$ cat src/rtl/wall_clock_pkg.sv
// Shared wall-clock adjust definitions.
// Holds the adjust-mode FSM state encoding, the one-hot focus codes driven on
// adjust_mode (also used by adjust_inc_control and blinker), button indices
// and small decode helpers.
package wall_clock_pkg;

    typedef enum logic [2:0] {
        ST_IDLE    = 3'd0,
        ST_LOAD    = 3'd1,
        ST_HOURS   = 3'd2,
        ST_MINUTES = 3'd3,
        ST_SECONDS = 3'd4,
        ST_APPLY   = 3'd5
    } adj_state_t;

    localparam logic [2:0] ADJ_MODE_HOURS   = 3'b100;
    localparam logic [2:0] ADJ_MODE_MINUTES = 3'b010;
    localparam logic [2:0] ADJ_MODE_SECONDS = 3'b001;
    localparam logic [2:0] ADJ_MODE_NONE    = 3'b000;

    // Button lanes: one debouncer instance per lane.
    localparam int NUM_BTNS = 2;
    localparam int BTN_NEXT = 0;
    localparam int BTN_INC  = 1;

    function automatic logic is_edit_state(input adj_state_t s);
        return (s == ST_HOURS) || (s == ST_MINUTES) || (s == ST_SECONDS);
    endfunction

    function automatic logic [2:0] mode_of(input adj_state_t s);
        case (s)
            ST_HOURS:   return ADJ_MODE_HOURS;
            ST_MINUTES: return ADJ_MODE_MINUTES;
            ST_SECONDS: return ADJ_MODE_SECONDS;
            default:    return ADJ_MODE_NONE;
        endcase
    endfunction

endpackage

$ cat src/rtl/button_debouncer.sv
// Button conditioner: 2-flop synchronizer followed by a debounce counter.
// btn_level only changes once the synchronized input has disagreed with it
// for DEBOUNCE_CYCLES consecutive clocks; any agreeing cycle restarts the
// count, so bounces shorter than that never reach the output.
// Ports:
//   clk       - clock
//   reset_n   - async active-low reset (flops and level clear to 0)
//   btn_raw   - raw asynchronous button input
//   btn_level - debounced level
module button_debouncer #(
    parameter int DEBOUNCE_CYCLES = 10_000
) (
    input  logic clk,
    input  logic reset_n,
    input  logic btn_raw,
    output logic btn_level
);

    localparam int CNT_W = (DEBOUNCE_CYCLES > 1) ? $clog2(DEBOUNCE_CYCLES) : 1;
    localparam logic [CNT_W-1:0] CNT_MAX = CNT_W'(DEBOUNCE_CYCLES - 1);

    logic             sync_ff1, sync_ff2;
    logic [CNT_W-1:0] cnt;

    always_ff @(posedge clk or negedge reset_n) begin
        if (!reset_n) begin
            sync_ff1 <= 1'b0;
            sync_ff2 <= 1'b0;
        end else begin
            sync_ff1 <= btn_raw;
            sync_ff2 <= sync_ff1;
        end
    end

    // The cycle that would be the DEBOUNCE_CYCLES-th disagreement flips the
    // level directly, so the count never needs to exceed CNT_MAX.
    always_ff @(posedge clk or negedge reset_n) begin
        if (!reset_n) begin
            cnt       <= '0;
            btn_level <= 1'b0;
        end else if (sync_ff2 == btn_level) begin
            cnt <= '0;
        end else if (cnt == CNT_MAX) begin
            cnt       <= '0;
            btn_level <= sync_ff2;
        end else begin
            cnt <= cnt + 1'b1;
        end
    end

endmodule

$ cat src/rtl/adjust_mode_controller.sv
// Wall-clock adjust-mode controller.
// Debounces the "next" and "increment" buttons, walks the field focus
// IDLE -> LOAD -> HOURS -> MINUTES -> SECONDS -> APPLY -> IDLE on each
// "next" press, and cancels back to IDLE without applying after TIMEOUT_S
// seconds with no button activity.
// Ports:
//   clk                  - clock, CLK_RATE_HZ
//   reset_n              - async active-low reset
//   adjustment_next      - raw "next field" button
//   adjustment_increment - raw "increment" button
//   adjust_mode          - one-hot focus (100 h, 010 m, 001 s, 000 none)
//   select_adjust        - 1 while the display shows the adjust register
//   adjust_load          - 1-cycle pulse: running time -> adjust register
//   timer_load           - 1-cycle pulse: adjust register -> running time
//   increment_level      - debounced increment, only while editing a field
module adjust_mode_controller
    import wall_clock_pkg::*;
#(
    parameter int CLK_RATE_HZ     = 1_000_000,
    parameter int TIMEOUT_S       = 10,
    parameter int DEBOUNCE_CYCLES = 10_000
) (
    input  logic       clk,
    input  logic       reset_n,
    input  logic       adjustment_next,
    input  logic       adjustment_increment,
    output logic [2:0] adjust_mode,
    output logic       select_adjust,
    output logic       adjust_load,
    output logic       timer_load,
    output logic       increment_level
);

    localparam int unsigned TMO_LIMIT = TIMEOUT_S * CLK_RATE_HZ - 1;
    localparam int TMO_W = (TMO_LIMIT > 0) ? $clog2(TMO_LIMIT + 1) : 1;
    localparam logic [TMO_W-1:0] TMO_MAX = TMO_W'(TMO_LIMIT);

    logic [NUM_BTNS-1:0] btn_raw;
    logic [NUM_BTNS-1:0] btn_deb;
    logic                next_deb_q;
    logic                next_edge;
    logic                inc_deb;
    logic                timeout;
    logic [TMO_W-1:0]    tmo_cnt;

    adj_state_t state_q, state_d;

    logic [2:0] mode_d;
    logic       select_d, aload_d, tload_d;

    assign btn_raw[BTN_NEXT] = adjustment_next;
    assign btn_raw[BTN_INC]  = adjustment_increment;

    for (genvar b = 0; b < NUM_BTNS; b++) begin : g_btn
        button_debouncer #(
            .DEBOUNCE_CYCLES(DEBOUNCE_CYCLES)
        ) u_btn (
            .clk      (clk),
            .reset_n  (reset_n),
            .btn_raw  (btn_raw[b]),
            .btn_level(btn_deb[b])
        );
    end

    assign inc_deb = btn_deb[BTN_INC];

    always_ff @(posedge clk or negedge reset_n) begin
        if (!reset_n) next_deb_q <= 1'b0;
        else          next_deb_q <= btn_deb[BTN_NEXT];
    end

    assign next_edge = btn_deb[BTN_NEXT] & ~next_deb_q;

    // Inactivity counter: only runs while a field is being edited. Holding
    // increment keeps it at zero, so the timeout measures from the release.
    always_ff @(posedge clk or negedge reset_n) begin
        if (!reset_n) begin
            tmo_cnt <= '0;
        end else if (state_q == ST_LOAD || next_edge || inc_deb ||
                     !is_edit_state(state_q)) begin
            tmo_cnt <= '0;
        end else if (tmo_cnt != TMO_MAX) begin
            tmo_cnt <= tmo_cnt + 1'b1;
        end
    end

    assign timeout = is_edit_state(state_q) && (tmo_cnt == TMO_MAX);

    // State register
    always_ff @(posedge clk or negedge reset_n) begin
        if (!reset_n) state_q <= ST_IDLE;
        else          state_q <= state_d;
    end

    // Next state: next_edge is checked before timeout so a press landing on
    // the timeout cycle still advances (and can still apply).
    always_comb begin
        state_d = state_q;
        case (state_q)
            ST_IDLE:    if (next_edge) state_d = ST_LOAD;
            ST_LOAD:    state_d = ST_HOURS;
            ST_HOURS:   if (next_edge) state_d = ST_MINUTES;
                        else if (timeout) state_d = ST_IDLE;
            ST_MINUTES: if (next_edge) state_d = ST_SECONDS;
                        else if (timeout) state_d = ST_IDLE;
            ST_SECONDS: if (next_edge) state_d = ST_APPLY;
                        else if (timeout) state_d = ST_IDLE;
            ST_APPLY:   state_d = ST_IDLE;
            default:    state_d = ST_IDLE;
        endcase
    end

    // Outputs decoded from the next state and registered below, so the
    // registered outputs line up with state_q in the same cycle.
    always_comb begin
        mode_d   = mode_of(state_d);
        select_d = (state_d != ST_IDLE);
        aload_d  = (state_d == ST_LOAD);
        tload_d  = (state_d == ST_APPLY);
    end

    always_ff @(posedge clk or negedge reset_n) begin
        if (!reset_n) begin
            adjust_mode     <= ADJ_MODE_NONE;
            select_adjust   <= 1'b0;
            adjust_load     <= 1'b0;
            timer_load      <= 1'b0;
            increment_level <= 1'b0;
        end else begin
            adjust_mode     <= mode_d;
            select_adjust   <= select_d;
            adjust_load     <= aload_d;
            timer_load      <= tload_d;
            increment_level <= inc_deb & is_edit_state(state_q);
        end
    end

endmodule
$ cat config.mk
export PLATFORM = sky130hd
export DESIGN_NAME = adjust_mode_controller
export DESIGN_NICKNAME = d
export VERILOG_FILES = /design/src/rtl/wall_clock_pkg.sv /design/src/rtl/button_debouncer.sv /design/src/rtl/adjust_mode_controller.sv
export SDC_FILE = /design/constraint.sdc
export NUM_CORES = 1
export LEC_CHECK = 0
export ABC_AREA = 1
export CAP_MARGIN = 20
export CORE_MARGIN = 3
export CORE_UTILIZATION = 50
export DETAILED_ROUTE_END_ITERATION = 16
export MAX_ROUTING_LAYER = met4
export PLACE_DENSITY_LB_ADDON = 0.3
export RECOVER_POWER = 50
export SYNTH_ARGS = -nofsm -noshare
export SYNTH_HDL_FRONTEND = slang
export SYNTH_HIERARCHICAL = 1
export SYNTH_SLANG_ARGS = --single-unit
$ cat constraint.sdc
create_clock -name clk -period 4.9 [get_ports clk]
set_clock_uncertainty 0.05 [all_clocks]
set_input_delay 0.735 -clock clk [delete_from_list [all_inputs] [get_ports clk]]
set_output_delay 0.735 -clock clk [all_outputs]
set_load 0.005 [all_outputs]
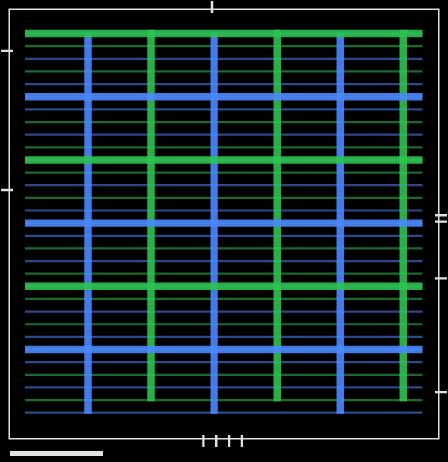
Fig. 1. Supply network (run 1).
Scale bar: 20 um. Pins as bars on the die edge.
Key: green = VDD; blue = VSS
11 signal pins sit on the boundary. The core has 30 rows. 6 straps on met5. 31 met1 rails follow the rows.
die width: 92.1 um
peak supply drop: 0.000170 V

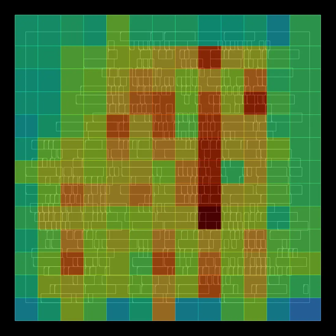
Fig. 2. Routing congestion (run 1).
met3 Resource Use GR: 0.0492
Global Route Usage Sum: 0.200

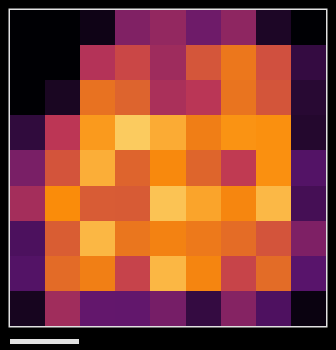
Fig. 3. Local utilization (run 1).
Scale bar: 20 um. The die is cut into 9 by 9 equal tiles; black is low, pale yellow is high, 0 to 100% covered.
The mean over all tiles is 47%. The fullest tile reaches 89%. 16% of the tiles are over 75% full. The emptiest ninth of the die: north-west. The densest ninth of the die: center.
final core utilization: 0.584
core area: 6980 um2

==> impl_metrics.yaml, run 1 <==
# synthesis and place-and-route metrics
layout:
  lay_top_cells: "96 x nor2_1, 88 x nand2_1, 69 x dfrtp_1"
  final_cells: 590
  nNetsFinal: 498
  n_antenna_cell: 0
  drive_gt1_frac: 0.0931
  nFillCells: 641
synthesis:
  top_area_frac: 0.466
  ys_sh_mux: 0
  most_common_cell: "nor2_1"
  ys_types: 31
  synth_cells: 469
  synthArstFlopShare: 1.00
  synth.cellmix.simpleShare: 0.333
  xor_share: 0.0537
  netlist_area_um2: 3710
  synthAdderAreaFrac: 0.0169
  common_cells: "92 x nor2_1, 85 x nand2_1, 69 x dfrtp_1"
  largest_area_cell: "dfrtp_1"
grt:
  antenna_found_initial: 0
  grt_pass1_wl_mm: 13.2
  top_usage_layer: "met2"
  grt_pass1_vias: 2911
  overflow: 0
place:
  gp_congestion: 0.875
  place_inst: 574
  postPlaceCellArea_um2: 3920
  dp_slack_ns: 2.91
critical_path:
  crit_slowest_cell: "clkbuf_1"
  slowest_delay_ns: 1.65
  worst-setup-path-type: "input pin to asynchronous set/reset pin"
  endpoint_kind: "asynchronous set/reset pin"
  cp_top_family: "buffers and inverters"
  crit_fanout: 44
  critPathLaunchType: "input pin"
  arrival_ns: 2.95
final_timing:
  slew_viol_final: 45
  setup_violations: 0
  finalHoldViolCount: 0
  worst_slack_ns: 2.40
  final.period_utilization: 0.510
  hold-worst-slack_ns: 0.299
  finalSetupTns_ns: 0
  max_freq_mhz: 400
power:
  p_leak_nw: 1.80
clocking:
  cts_resized: 0
  path_clk_slew_ns: 0.07
  htreeDepth: 3
  cts_setup_buffers: 0
  clk-insertion-delay-late_ns: 0.34
  cts_inserted_buffers: 9
  clock_sinks: 69
  tritoncts: "done"
  clockBufferDepth: 2
  clockRootBuffer: "clkbuf_8"
min_path:
  hold_path.class: "flip-flop to flip-flop"
detailed_routing:
  drc: 0
  dr.pass1.iters: 4
  drt.antenna.violating_nets: 0
  wl_met2_mm: 3.43
  drt-wirelength-per-cell_um: 12.4
  vias: 2959
  drtIter0Drc: 156
  highest_layer: "met4"
  via_per_inst: 5.02
  wl_met3_um: 297
status:
  outcome: "finished, violations left"
  violations: "max-capacitance violations, max-slew violations"
die:
  die-area_um2: 8480
  fp_util: 0.531
  rows: 30
job:
  drv_cap: 1
==> run 1: layout make-up <==
type	count	area [um2]	area share
Tap cell	96	120	0.0294
Sequential cell	69	1730	0.423
Clock buffer	11	141	0.0347
Timing Repair Buffer	11	101	0.0248
Clock inverter	5	60.1	0.0147
Inverter	69	259	0.0635
Multi-Input combinational cell	329	1670	0.410
==> run 1: state kept, by name (all words and copies together), names as in the netlist <==
register	cells
adjust_load	1
g_btn.u_btn/sync_ff2	2
state_q	3
increment_level	1
timer_load	1
g_btn.u_btn/cnt	28
tmo_cnt	24
g_btn.u_btn/sync_ff1	2
adjust_mode	3
select_adjust	1
next_deb_q	1
g_btn.u_btn/btn_level	2
==> run 1: final timing paths <==
check,endpoint,slack (ns),cells after the start,from
worst max register to register,tmo_cnt[3]$_DFFE_PN0P_,2.87,6,state_q[2]$_DFF_PN0_
max in group clk,tmo_cnt[3]$_DFFE_PN0P_,2.87,6,state_q[2]$_DFF_PN0_
worst min-delay path,g_btn[0].u_btn/sync_ff2$_DFF_PN0_,0.30,0,g_btn[0].u_btn/sync_ff1$_DFF_PN0_
worst min register to register,g_btn[0].u_btn/sync_ff2$_DFF_PN0_,0.30,0,g_btn[0].u_btn/sync_ff1$_DFF_PN0_
worst max-delay path,tmo_cnt[15]$_DFFE_PN0P_,2.40,2,reset_n
min in group asynchronous,g_btn[1].u_btn/cnt[6]$_DFF_PN0_,1.05,1,reset_n
==> run 1: power breakdown <==
part | switching, mW | internal, mW | total, mW | leakage, nW
combinational | 0.0207 | 0.00798 | 0.0287 | 0.748
clock | 0.216 | 0.250 | 0.466 | 0.0995
sequential | 0.00581 | 0.575 | 0.581 | 0.950
Fig. 4: run 1, wires at chosen ports, followed through buffers
Scale bar: 20 um.
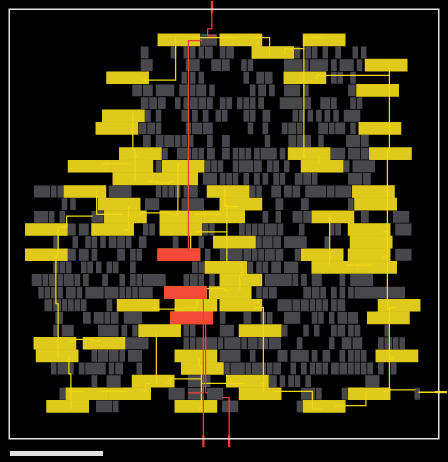

==> run 1 -> run 2 <==
Clock period 4.9 ns to 2.4 ns, I/O delays scaled along.
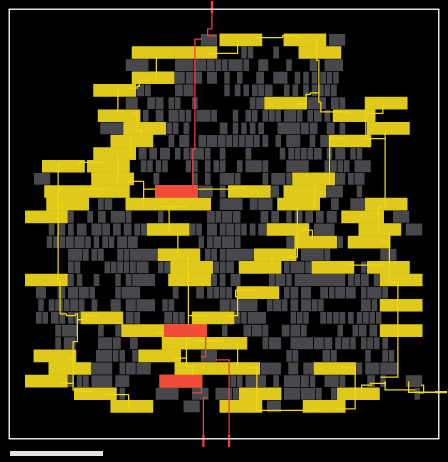
Fig. 5. Wires at chosen ports, followed through buffers (run 2).
Scale bar: 20 um.
Key: yellow = reset_n [bits 1, direction input, end cells 69, buffers 4, wire 476 um]; red = adjust_mode [bits 3, direction output, end cells 3, buffers 3, wire 81.6 um]
IO Pins: 11
number of port buffers: 10

==> impl_metrics.yaml, run 2 <==
# synthesis and place-and-route metrics
status:
  outcome: "finished, final reports clean"
final_timing:
  setup_violations: 0
  fin_crit_ns: 2.00
  worst_slew_pin_slew_ns: 1.32
  slew_viol_final: 0
  final.period_utilization: 0.833
  finalHoldViolCount: 0
  rsz0062_at_grt: "no"
  max_freq_mhz: 500
  slew_headroom: 0.119
  finalSetupTns_ns: 0
critical_path:
  reg2regPathDepth: 7
  required_ns: 2.57
  cp_top_family: "simple AND/OR/NAND/NOR gates"
  r2r_end: "tmo_cnt[6]$_DFFE_PN0P_"
  r2r_slack_ns: 0.40
  worst-setup-path-type: "flip-flop to flip-flop"
  regToRegStartpoint: "state_q[0]$_DFF_PN0_"
  crit_slowest_cell: "nor3_1"
  cp.buffers_inverters: 2
  crit_fanout: 14
  critPathLaunchType: "flip-flop"
  slowest_delay_ns: 0.40
  cp_cell_sequence: "inv_1, nor3_1, nor3_1, nand2_2, inv_1, nand3_1, o21ai_0"
  endpoint_kind: "flip-flop"
  arrival_ns: 2.16
job:
  warnings: 28
  drv_cap: 0
power:
  peakVddDrop_v: 0.000283
  p_clk_frac: 0.432
  swShare: 0.237
  p_comb_frac: 0.027
  pwr-share-seq: 0.540
  switching_power_uw: 520
  maxPowerGroup: "registers"
  seq-power_mw: 1.18
  p_clk_uw: 948
  pwr_density_cell_nw_per_um2: 532
  p_comb_uw: 60.1
  p_leak_nw: 1.80
  p_int_mw: 1.67
synthesis:
  synth_area_per_cell_um2: 7.90
  largest_area_cell: "dfrtp_1"
  ys_ff: 69
  ys_seq_frac: 0.466
  ys_cells: 469
  ys_types: 31
  synthArstFlopShare: 1.00
  syn_nets: 478
  yosys-stat-area_um2: 3710
  ff_type: "dfrtp_1"
  most_common_cell: "nor2_1"
  yosys_warnings: 6
  synth-edff-count: 0
  synth_cells: 469
  top_area_frac: 0.466
  synth.area.top_cells: "dfrtp_1 47%, nor2_1 9.3%, nand2_1 8.6%"
  common_cells: "92 x nor2_1, 85 x nand2_1, 69 x dfrtp_1"
  netlist_area_um2: 3710
clocking:
  clockBufferDepth: 2
  cts_inserted_buffers: 9
  path_clk_slew_ns: 0.08
  tritoncts: "done"
  cts_resized: 0
  htreeDepth: 3
  clockRootBuffer: "clkbuf_8"
  clock_sinks: 69
  holdBufCountCts: 1
  clk-insertion-delay-late_ns: 0.35
  cts_setup_buffers: 0
detailed_routing:
  drtIter0Drc: 172
  drt.antenna.violating_nets: 0
  vias: 3022
  highest_layer: "met4"
  drt-wirelength-per-cell_um: 12.4
  wl_met3_um: 388
  m1WireLength_mm: 3.47
  dr.pass1.iters: 4
  routed_wl_mm: 7.33
  drc: 0
  wl_met2_mm: 3.39
  via_per_inst: 5.10
grt:
  grt_pass1_vias: 2799
  grt_util_met2: 0.301
  overflow: 0
  grt_max_degree: 45
  grt_util_all_layers: 0.199
  grt_pass1_wl_mm: 13.0
  top_usage_layer: "met2"
  antenna_found_initial: 0
  use_met1: 0.264
  met3_usage: 0.0500
place:
  hpwl_mm: 5.52
  gp_congestion: 0.881
die:
  die-height_um: 92.1
  dieWidth_um: 92.1
  die-area_um2: 8480
  rows: 30
  core_um2: 6980
  fp_util: 0.531
layout:
  layout_top_cell: "nor2_1"
  final_core_util: 0.591
  top_register: "g_btn.u_btn/cnt"
  drive_gt1_frac: 0.115
  lay_top_cells: "92 x nor2_1, 85 x nand2_1, 69 x dfrtp_1"
  largestRegisters: "g_btn.u_btn/cnt (28), tmo_cnt (24)"
  largest_reg_flops: 28
  area_growth_pct: 11.3
  n_antenna_cell: 0
  nNetsFinal: 500
min_path:
  hold_depth: 0
  hold_path_end: "g_btn[0].u_btn/sync_ff2$_DFF_PN0_"
  holdCritStartpoint: "g_btn[0].u_btn/sync_ff1$_DFF_PN0_"
  hold_path.class: "flip-flop to flip-flop"
run 2: logic make-up after synthesis:
kind of cell             Yosys count  share of synthesized area
XOR/XNOR                          21                     0.0537
adder cells (fa/ha/maj)            5                     0.0169
AND-OR/OR-AND                     36                     0.0574
AND/OR/NAND/NOR                  267                      0.333
flip-flops                        69                      0.466
buffers and inverters             71                     0.0732
run 2: metrics by stage:
stage | hold slack [ns] | setup WS [ns] | instance area (um2) | power (mW) | instances
5_1_grt | 0.312 | 0.215 | 4130 | 2.30 | 592
4_1_cts | 0.308 | 0.431 | 4130 | 2.22 | 592
3_5_place_dp | 0.291 | 0.450 | 3930 | 1.27 | 575
6_report | 0.307 | 0.401 | 4130 | 2.19 | 592
2_1_floorplan | 0.0144 | 0.855 | 3710 | 1.23 | 469
3_3_place_gp | 0.282 | 0.568 | 3930 | 1.27 | 575
run 2: layout make-up:
class                   instances  area [um2]
fillers                       638        2860
well taps                      96         120
repair buffers                 13         113
clock buffers                   9         124
inverters                      69         259
flip-flops and latches         69        1730
clock inverters                 7        75.1
multi-input cells             329        1710
run 2: how the worst max path moves through the flow:
stage / start / endpoint / cells past startpoint
finish: state_q[0]$_DFF_PN0_ / tmo_cnt[6]$_DFFE_PN0P_ / 7
global route: state_q[1]$_DFF_PN0_ / tmo_cnt[4]$_DFFE_PN0P_ / 6
CTS: state_q[2]$_DFF_PN0_ / tmo_cnt[6]$_DFFE_PN0P_ / 6
detailed placement: state_q[2]$_DFF_PN0_ / tmo_cnt[6]$_DFFE_PN0P_ / 6
global placement: state_q[2]$_DFF_PN0_ / tmo_cnt[6]$_DFFE_PN0P_ / 6
floorplan: tmo_cnt[0]$_DFFE_PN0P_ / adjust_mode[1]$_DFF_PN0_ / 12
==> run 2 -> run 3 <==
Clock period 2.4 ns to 1.8 ns, I/O delays scaled along.
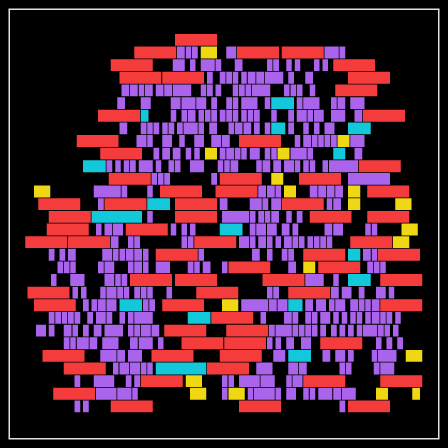
Fig. 6. Placed cells, one color a class (run 3).
Key: red = sequential cells [cells 69]; cyan = clock drivers and dummy loads [cells 16]; yellow = remaining buffers and delay cells [cells 20]; purple = combinational and other logic [cells 398]
final core utilization: 0.606
FP Rows: 30
final instance area: 4230 um2
sequential cell area share: 0.408

==> impl_metrics.yaml, run 3 <==
# synthesis and place-and-route metrics
detailed_routing:
  dr.pass1.iters: 5
  wl_met2_mm: 3.43
  drt-wirelength-per-cell_um: 12.3
  vias: 3021
  drt.antenna.violating_nets: 0
  wl_met3_um: 278
  highest_layer: "met4"
min_path:
  hold_path.class: "flip-flop to flip-flop"
  hold_path_end: "g_btn[1].u_btn/sync_ff2$_DFF_PN0_"
  holdCritStartpoint: "g_btn[1].u_btn/sync_ff1$_DFF_PN0_"
clocking:
  path_clk_slew_ns: 0.08
  clock_sinks: 69
  clk-insertion-delay-late_ns: 0.35
  clockRootBuffer: "clkbuf_8"
  tritoncts: "done"
  cts_inserted_buffers: 9
place:
  placement.io_buffers: 10
  postPlaceCellArea_um2: 3970
  place_inst: 579
  gp_congestion: 0.888
  hpwl_mm: 5.26
synthesis:
  synth-edff-count: 0
  ys_ff: 69
  synth_cells: 469
  yosys-stat-area_um2: 3710
  ff_type: "dfrtp_1"
  most_common_cell: "nor2_1"
  synth.area.top_cells: "dfrtp_1 47%, nor2_1 9.3%, nand2_1 8.6%"
  synth_area_per_cell_um2: 7.90
  yosys_warnings: 6
  syn_nets: 478
die:
  dieWidth_um: 92.1
  core_um2: 6980
  ioPinCount: 11
  fp_util: 0.531
  die-area_um2: 8480
  die-height_um: 92.1
critical_path:
  crit_fanout: 5
  worst-setup-path-type: "flip-flop to flip-flop"
  critPathLaunchType: "flip-flop"
  r2r_slack_ns: 0.12
  regToRegStartpoint: "tmo_cnt[1]$_DFFE_PN0P_"
  required_ns: 2.00
  reg2regPathDepth: 8
  endpoint_kind: "flip-flop"
power:
  switching_power_uw: 700
  seq-power_mw: 1.58
  pwr_density_cell_nw_per_um2: 726
  p_clk_mw: 1.41
  p_comb_uw: 81.5
  pwr-share-seq: 0.514
  power_mw: 3.07
  maxPowerGroup: "registers"
  p_int_mw: 2.37
  p_clk_frac: 0.460
grt:
  grt_util_met2: 0.300
  met3_usage: 0.0468
  grt_max_degree: 70
  use_met1: 0.249
  grt_pass1_wl_mm: 12.9
  overflow: 0
  antenna_found_initial: 0
final_timing:
  slew_viol_final: 0
  finalSetupTns_ns: 0
  final.period_utilization: 0.931
  fin_crit_ns: 1.68
  hold-worst-slack_ns: 0.306
  max_freq_mhz: 596
  worst_slew_pin_slew_ns: 0.921
  slew_headroom: 0.386
status:
  outcome: "finished, final reports clean"
layout:
  layout_top_cell: "nor2_1"
  lay_top_cells: "90 x nor2_1, 85 x nand2_1, 69 x dfrtp_1"
  largestRegisters: "g_btn.u_btn/cnt (28), tmo_cnt (24)"
  final_cells: 599
job:
  drv_cap: 0
  warnings: 28
==> run 3: cell counts after synthesis <==
No cell type changed its count.
==> run 3: cells by family after synthesis <==
group	Yosys count	share of synthesized area
AND/OR/NAND/NOR	267	0.333
buffers and inverters	71	0.0732
flip-flops	69	0.466
AND-OR/OR-AND	36	0.0574
XOR/XNOR	21	0.0537
adder cells (fa/ha/maj)	5	0.0169
==> run 3: worst max-delay path by stage <==
stage,from,endpoint,depth (start not counted)
after CTS,tmo_cnt[0]$_DFFE_PN0P_,tmo_cnt[17]$_DFFE_PN0P_,9
after global routing,tmo_cnt[1]$_DFFE_PN0P_,adjust_mode[1]$_DFF_PN0_,12
final,tmo_cnt[1]$_DFFE_PN0P_,tmo_cnt[20]$_DFFE_PN0P_,8
after global placement,tmo_cnt[0]$_DFFE_PN0P_,adjust_mode[1]$_DFF_PN0_,12
after floorplan,tmo_cnt[0]$_DFFE_PN0P_,adjust_mode[1]$_DFF_PN0_,12
after detailed placement,tmo_cnt[0]$_DFFE_PN0P_,tmo_cnt[17]$_DFFE_PN0P_,9
==> run 3: worst max-delay path, cell delays in order (launching register included) <==
cell and delay [ns]:
dfrtp_1 0.42, ha_4 0.19, nand3_4 0.10, nor3_2 0.18, inv_2 0.09, nor3_2 0.21, nand3_1 0.13, o21ai_0 0.16
a21oi_1 0.06
==> run 3: cell type report <==
class / count / area (um2)
tap: 96 / 120
inverter: 69 / 259
clock inverter: 7 / 97.6
fill: 638 / 2750
multi-input combinational: 329 / 1730
timing repair buffer: 20 / 173
clock buffer: 9 / 124
sequential: 69 / 1730
==> run 3: what timing repair did <==
item,4_1_cts,5_1_grt
endpoints found under the hold margin,69,0
endpoints found under the setup margin,0,10
hold buffers,1,0
buffers inserted,0,3
resized,0,5
Power and IR drop assume default switching activity.
